<file path="src/rtl/pokey_input_pkg.sv">
// Shared types and defaults for the POKEY keyboard/pot scanner.
package pokey_input_pkg;
  typedef enum logic [1:0] {IDLE, CONFIRM, HELD, RELEASE} deb_state_e;
  typedef enum logic {POT_IDLE, POT_SCAN} pot_state_e;

  localparam int DEF_POT_MAX  = 228;
  localparam int DEF_SCAN_DIV = 114;
endpackage

</file>
<file path="src/rtl/pokey_input_scanner_if.sv">
// Keyboard and potentiometer scanner signal bundle; slave side is the scanner.
interface pokey_input_scanner_if #(
  parameter int KEY_BITS = 6,
  parameter int NUM_POTS = 8
);
  logic                  kr_L_i;
  logic [NUM_POTS-1:0]   pot_scan_i;
  logic                  potgo_i;
  logic                  fast_pot_i;
  logic                  kbd_en_i;
  logic [KEY_BITS-1:0]   key_scan_L_o;
  logic [KEY_BITS-1:0]   keycode_o;
  logic                  key_depr_o;
  logic                  kbd_irq_o;
  logic                  pot_dump_o;
  logic [8*NUM_POTS-1:0] pot_val_o;
  logic [NUM_POTS-1:0]   allpot_o;
  logic                  pot_done_o;

  modport master (
    output kr_L_i, pot_scan_i, potgo_i, fast_pot_i, kbd_en_i,
    input  key_scan_L_o, keycode_o, key_depr_o, kbd_irq_o, pot_dump_o,
           pot_val_o, allpot_o, pot_done_o
  );

  modport slave (
    input  kr_L_i, pot_scan_i, potgo_i, fast_pot_i, kbd_en_i,
    output key_scan_L_o, keycode_o, key_depr_o, kbd_irq_o, pot_dump_o,
           pot_val_o, allpot_o, pot_done_o
  );
endinterface

</file>
<file path="src/rtl/pokey_pot_channel.sv">
// One pot channel: comparator synchroniser, still-counting flag and count latch.
module pokey_pot_channel (
  input  logic       o2,
  input  logic       RST,
  input  logic       pot_scan_i,
  input  logic       start_i,
  input  logic       step_i,
  input  logic       force_i,
  input  logic [7:0] cnt_i,
  output logic       active_o,
  output logic       hit_o,
  output logic [7:0] val_o
);
  logic       meta_q, sync_q, active_q, active_d;
  logic [7:0] val_q, val_d;

  // hit means this channel finishes on the current step (crossed or count exhausted)
  assign hit_o    = active_q & (sync_q | force_i);
  assign active_o = active_q;
  assign val_o    = val_q;

  always_comb begin
    active_d = active_q;
    val_d    = val_q;
    if (start_i) begin
      active_d = 1'b1;
    end else if (step_i && hit_o) begin
      active_d = 1'b0;
      val_d    = cnt_i;
    end
  end

  always_ff @(posedge o2 or posedge RST) begin
    if (RST) begin
      meta_q   <= 1'b0;
      sync_q   <= 1'b0;
      active_q <= 1'b0;
      val_q    <= '0;
    end else begin
      meta_q   <= pot_scan_i;
      sync_q   <= meta_q;
      active_q <= active_d;
      val_q    <= val_d;
    end
  end
endmodule

</file>
<file path="src/rtl/pokey_input_scanner.sv">
// Keyboard matrix scan with two-pass debounce, plus shared-counter pot scanner.
// state   | meaning
// IDLE    | no key pending; first low kr_L captures the code
// CONFIRM | waiting one full pass to see the same code low again
// HELD    | key latched; waiting for its code to read high
// RELEASE | waiting one full pass to confirm the release
module pokey_input_scanner
  import pokey_input_pkg::*;
#(
  parameter int KEY_BITS = 6,
  parameter int NUM_POTS = 8,
  parameter int POT_MAX  = DEF_POT_MAX,
  parameter int SCAN_DIV = DEF_SCAN_DIV
) (
  input logic o2,
  input logic RST,
  pokey_input_scanner_if.slave bus
);
  localparam int DIV_W = $clog2(SCAN_DIV);

  logic [DIV_W-1:0]    div_q, div_d;
  logic [KEY_BITS-1:0] scan_q, scan_d, cmp_q, cmp_d, keycode_q, keycode_d;
  logic                tick, match, kr_meta_q, kr_sync_q;
  logic                depr_q, depr_d, irq_q, irq_d;
  deb_state_e          deb_q, deb_d;
  pot_state_e          pot_q, pot_d;
  logic [7:0]          cnt_q, cnt_d;
  logic                done_q, done_d, step, scan_step, at_max, all_clear, start;
  logic [NUM_POTS-1:0] active, hit;
  logic [8*NUM_POTS-1:0] pot_val;

  assign tick   = (div_q == DIV_W'(SCAN_DIV - 1));
  assign div_d  = tick ? '0 : div_q + 1'b1;
  assign scan_d = (tick && bus.kbd_en_i) ? scan_q + 1'b1 : scan_q;
  assign match  = (scan_q == cmp_q);

  // The kr_L sample taken on a tick belongs to the code that tick replaces.
  always_comb begin
    deb_d     = deb_q;
    cmp_d     = cmp_q;
    keycode_d = keycode_q;
    depr_d    = depr_q;
    irq_d     = 1'b0;
    if (!bus.kbd_en_i) begin
      deb_d  = IDLE;
      depr_d = 1'b0;
    end else if (tick) begin
      unique case (deb_q)
        IDLE: if (!kr_sync_q) begin
          cmp_d = scan_q;
          deb_d = CONFIRM;
        end
        CONFIRM: if (match) begin
          if (!kr_sync_q) begin
            keycode_d = cmp_q;
            depr_d    = 1'b1;
            irq_d     = 1'b1;
            deb_d     = HELD;
          end else begin
            deb_d = IDLE;
          end
        end
        HELD: if (match && kr_sync_q) deb_d = RELEASE;
        RELEASE: if (match) begin
          if (kr_sync_q) begin
            depr_d = 1'b0;
            deb_d  = IDLE;
          end else begin
            deb_d = HELD;
          end
        end
        default: deb_d = IDLE;
      endcase
    end
  end

  assign step      = bus.fast_pot_i | tick;
  assign scan_step = (pot_q == POT_SCAN) && step && !bus.potgo_i;
  assign at_max    = (cnt_q == 8'(POT_MAX));
  assign all_clear = ~|(active & ~hit);

  // Reaching POT_MAX forces every active channel to finish, so all_clear covers it.
  always_comb begin
    pot_d  = pot_q;
    cnt_d  = cnt_q;
    done_d = 1'b0;
    start  = 1'b0;
    if (bus.potgo_i) begin
      start = 1'b1;
      cnt_d = '0;
      pot_d = POT_SCAN;
    end else if (pot_q == POT_SCAN && step) begin
      if (all_clear) begin
        pot_d  = POT_IDLE;
        done_d = 1'b1;
      end else begin
        cnt_d = cnt_q + 8'd1;
      end
    end
  end

  always_ff @(posedge o2 or posedge RST) begin
    if (RST) begin
      div_q     <= '0;
      scan_q    <= '0;
      cmp_q     <= '0;
      keycode_q <= '0;
      kr_meta_q <= 1'b1;
      kr_sync_q <= 1'b1;
      depr_q    <= 1'b0;
      irq_q     <= 1'b0;
      deb_q     <= IDLE;
      pot_q     <= POT_IDLE;
      cnt_q     <= '0;
      done_q    <= 1'b0;
    end else begin
      div_q     <= div_d;
      scan_q    <= scan_d;
      cmp_q     <= cmp_d;
      keycode_q <= keycode_d;
      kr_meta_q <= bus.kr_L_i;
      kr_sync_q <= kr_meta_q;
      depr_q    <= depr_d;
      irq_q     <= irq_d;
      deb_q     <= deb_d;
      pot_q     <= pot_d;
      cnt_q     <= cnt_d;
      done_q    <= done_d;
    end
  end

  for (genvar i = 0; i < NUM_POTS; i++) begin : g_pot
    pokey_pot_channel u_chan (
      .o2        (o2),
      .RST       (RST),
      .pot_scan_i(bus.pot_scan_i[i]),
      .start_i   (start),
      .step_i    (scan_step),
      .force_i   (at_max),
      .cnt_i     (cnt_q),
      .active_o  (active[i]),
      .hit_o     (hit[i]),
      .val_o     (pot_val[8*i +: 8])
    );
  end

  assign bus.key_scan_L_o = ~scan_q;
  assign bus.keycode_o    = keycode_q;
  assign bus.key_depr_o   = depr_q;
  assign bus.kbd_irq_o    = irq_q;
  assign bus.pot_dump_o   = (pot_q == POT_IDLE);
  assign bus.pot_val_o    = pot_val;
  assign bus.allpot_o     = active;
  assign bus.pot_done_o   = done_q;
endmodule

</file>
<file path="src/flat_wrapper.sv">
// flat-port wrapper written by rule: the top's interface ports become plain ports
module pokey_input_scanner_flat import pokey_input_pkg::*;
#(
  parameter int KEY_BITS = 6,
  parameter int NUM_POTS = 8,
  parameter int POT_MAX  = DEF_POT_MAX,
  parameter int SCAN_DIV = DEF_SCAN_DIV
)
  (o2, RST, bus_kr_L_i, bus_pot_scan_i, bus_potgo_i, bus_fast_pot_i, bus_kbd_en_i, bus_key_scan_L_o, bus_keycode_o, bus_key_depr_o, bus_kbd_irq_o, bus_pot_dump_o, bus_pot_val_o, bus_allpot_o, bus_pot_done_o);
  pokey_input_scanner_if #(.KEY_BITS(KEY_BITS), .NUM_POTS(NUM_POTS)) bus_i ();
  input logic o2;
  input logic RST;
  input wire logic [$bits(bus_i.kr_L_i)-1:0] bus_kr_L_i;
  input wire logic [$bits(bus_i.pot_scan_i)-1:0] bus_pot_scan_i;
  input wire logic [$bits(bus_i.potgo_i)-1:0] bus_potgo_i;
  input wire logic [$bits(bus_i.fast_pot_i)-1:0] bus_fast_pot_i;
  input wire logic [$bits(bus_i.kbd_en_i)-1:0] bus_kbd_en_i;
  output wire logic [$bits(bus_i.key_scan_L_o)-1:0] bus_key_scan_L_o;
  output wire logic [$bits(bus_i.keycode_o)-1:0] bus_keycode_o;
  output wire logic [$bits(bus_i.key_depr_o)-1:0] bus_key_depr_o;
  output wire logic [$bits(bus_i.kbd_irq_o)-1:0] bus_kbd_irq_o;
  output wire logic [$bits(bus_i.pot_dump_o)-1:0] bus_pot_dump_o;
  output wire logic [$bits(bus_i.pot_val_o)-1:0] bus_pot_val_o;
  output wire logic [$bits(bus_i.allpot_o)-1:0] bus_allpot_o;
  output wire logic [$bits(bus_i.pot_done_o)-1:0] bus_pot_done_o;
  assign bus_i.kr_L_i = bus_kr_L_i;
  assign bus_i.pot_scan_i = bus_pot_scan_i;
  assign bus_i.potgo_i = bus_potgo_i;
  assign bus_i.fast_pot_i = bus_fast_pot_i;
  assign bus_i.kbd_en_i = bus_kbd_en_i;
  assign bus_key_scan_L_o = bus_i.key_scan_L_o;
  assign bus_keycode_o = bus_i.keycode_o;
  assign bus_key_depr_o = bus_i.key_depr_o;
  assign bus_kbd_irq_o = bus_i.kbd_irq_o;
  assign bus_pot_dump_o = bus_i.pot_dump_o;
  assign bus_pot_val_o = bus_i.pot_val_o;
  assign bus_allpot_o = bus_i.allpot_o;
  assign bus_pot_done_o = bus_i.pot_done_o;
  pokey_input_scanner #(.KEY_BITS(KEY_BITS), .NUM_POTS(NUM_POTS), .POT_MAX(POT_MAX), .SCAN_DIV(SCAN_DIV)) u_core (.o2(o2), .RST(RST), .bus(bus_i));
endmodule
</file>
<file path="config.mk">
export PLATFORM = sky130hd
export DESIGN_NAME = pokey_input_scanner_flat
export DESIGN_NICKNAME = d
export VERILOG_FILES = /design/src/rtl/pokey_input_pkg.sv /design/src/rtl/pokey_input_scanner_if.sv /design/src/rtl/pokey_pot_channel.sv /design/src/rtl/pokey_input_scanner.sv /design/src/flat_wrapper.sv
export SDC_FILE = /design/constraint.sdc
export NUM_CORES = 1
export LEC_CHECK = 0
export CAP_MARGIN = 10
export CORE_MARGIN = 4
export CORE_UTILIZATION = 34
export CTS_CLUSTER_DIAMETER = 120
export CTS_CLUSTER_SIZE = 20
export DETAILED_ROUTE_END_ITERATION = 16
export GPL_TIMING_DRIVEN = 0
export REMOVE_ABC_BUFFERS = 1
export SETUP_SLACK_MARGIN = 0.4
export SLEW_MARGIN = 15
export SYNTH_ARGS = -nofsm -noshare
export SYNTH_HDL_FRONTEND = slang
export SYNTH_SLANG_ARGS = --single-unit
</file>
<file path="constraint.sdc">
create_clock -name o2 -period 7.35 [get_ports o2]
set_input_delay 1.47 -clock o2 [delete_from_list [all_inputs] [get_ports o2]]
set_output_delay 1.47 -clock o2 [all_outputs]
set_load 0.02 [all_outputs]
</file>
**Cell area per tile**

13 x 13 tiles, from black (low) to pale yellow (high), 0 to 100% covered.
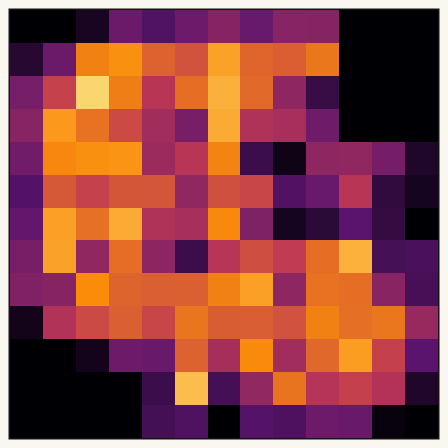
densest ninth of the die: west
tiles over 75% full: 8.9%
nearly empty tiles: 17%
fullest tile: 91%
mean over tiles: 39%
initial core utilization: 0.347
Core Footprint: 0.0152 mm²
final core utilization: 0.464

**Port wiring**

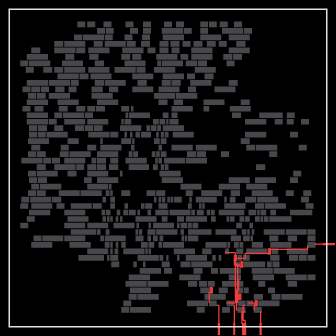
[red] `bus_key_scan_L_o` | bits: 6 | direction: output | edge: 5 south, 1 east | end cells: 6 | buffers: 6 | wire: 162 µm
number of top-level design ports: 102
Port-buffer cells: 101

==> results.yml <==
# synthesis and place-and-route metrics
status:
  outcome: "complete, no violations"
logic_synthesis:
  mux_share: 0.168
  mappedNetlistArea_mm2: 0.00527
  simple_gate_area_frac: 0.0975
  post_synth_num_cell_types: 43
  synth_async_sr_flop_share: 1.00
  aoi_share: 0.0491
  synthDominantCellAreaShare: 0.603
  topCombFamilyByArea: "multiplexers"
  largest_area_contributor_in_the_netlist: "sky130_fd_sc_hd__dfrtp_1"
  ys_cells: 395
  netlist_instances: 395
cells_and_area:
  largest_register_ffs: 64
  layout.comb_gates.multi_input: 230
  nNonClkInverters: 15
  top_library_cells_by_usage_in_the_layout_fill_and_taps_aside: "127 x sky130_fd_sc_hd__dfrtp_1, 101 x sky130_fd_sc_hd__clkdlybuf4s50_1, 77 x sky130_fd_sc_hd__mux2_2, 25 x sky130_fd_sc_hd__nand2_1, 22 x sky130_fd_sc_hd__o21ai_0"
  final_layout_size_suffix_gt1_frac: 0.248
  clkcell_share: 0.0887
  comb_area_share: 0.264
worst_setup_path:
  worstSetupEndpointType: "flop"
  path_buffers: 2
  biggest_cell_delay_along_the_critical_path_ns: 0.57
  critical_path.max_fanout: 10
  critical_path_required_ns: 7.65
  critical_path.cell_chain: "clkdlybuf4s50_1 -> clkinv_1 -> nand2_2 -> nor2_2 -> mux2_2"
route:
  wl_met3_um: 853
  wl_met2_mm: 5.41
  final_antenna_net_count: 0
  drt_first_iter_violations: 150
  dr_total_vias: 3332
flow_run:
  maxCapViolations: 0
cts:
  postCtsResizedCells: 0
  ctsLongestPathBuffers: 2
  cts_max_level: 4
  clkSlewWorstSetupHoldPaths_ns: 0.06
  setup_fix_bufs_post_cts: 0
final_timing:
  max_freq_mhz: 311
  final.setup.tns_ns: 0
  tightestPinTransition_ns: 0.791
  post-route-period-util: 0.437
  skew_final_ns: 0.00901
  hold_violations: 0
  postLayoutSetupSlackWorst_ns: 4.14
  relSlewSlack: 0.471
global_route:
  grt_max_usage_layer: "met2"
  grt_pass1_wl_mm: 19.5
  grt_start_max_net_pins: 84
place:
  detailedPlacementHpwl_mm: 7.84
  preCtsSetupSlack_ns: 3.66
  placed_cells_incl_taps: 664
floorplan:
  die_ht_um: 133
power_and_ir_drop:
  static_leakage_nw: 3.16
**Placement view**

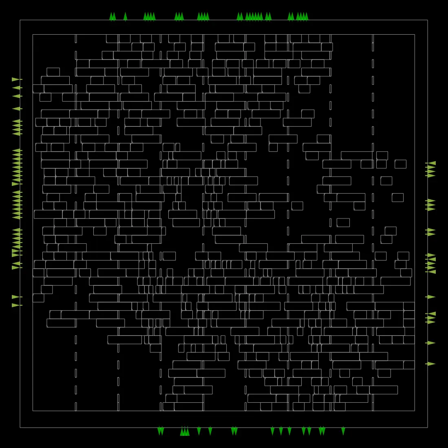
num rows: 45
well-tap cell count: 188
final-layout fill cell count: 1356
number of sequential storage elements: 129

## worst paths after layout
check	startpoint	endpoint	cells after the start
worst max-delay path	bus_potgo_i	u_core.g_pot[3].u_chan.val_o[5]	5
worst min-delay path	u_core.g_pot[3].u_chan.meta_q	u_core.g_pot[3].u_chan.sync_q	0
worst max register to register	u_core.cnt_q[0]	u_core.g_pot[3].u_chan.val_o[5]	7
worst min register to register	u_core.g_pot[3].u_chan.meta_q	u_core.g_pot[3].u_chan.sync_q	0
max in group asynchronous	RST	u_core.kr_sync_q	3
min in group asynchronous	RST	u_core.g_pot[2].u_chan.val_o[7]	2
## power breakdown
group	total, mW	switching (mW)	internal [mW]
logic	0.149	0.0790	0.0702
clock network	0.875	0.298	0.576
registers	0.760	0.0203	0.739
Power is estimated from default activity; no workload was simulated.
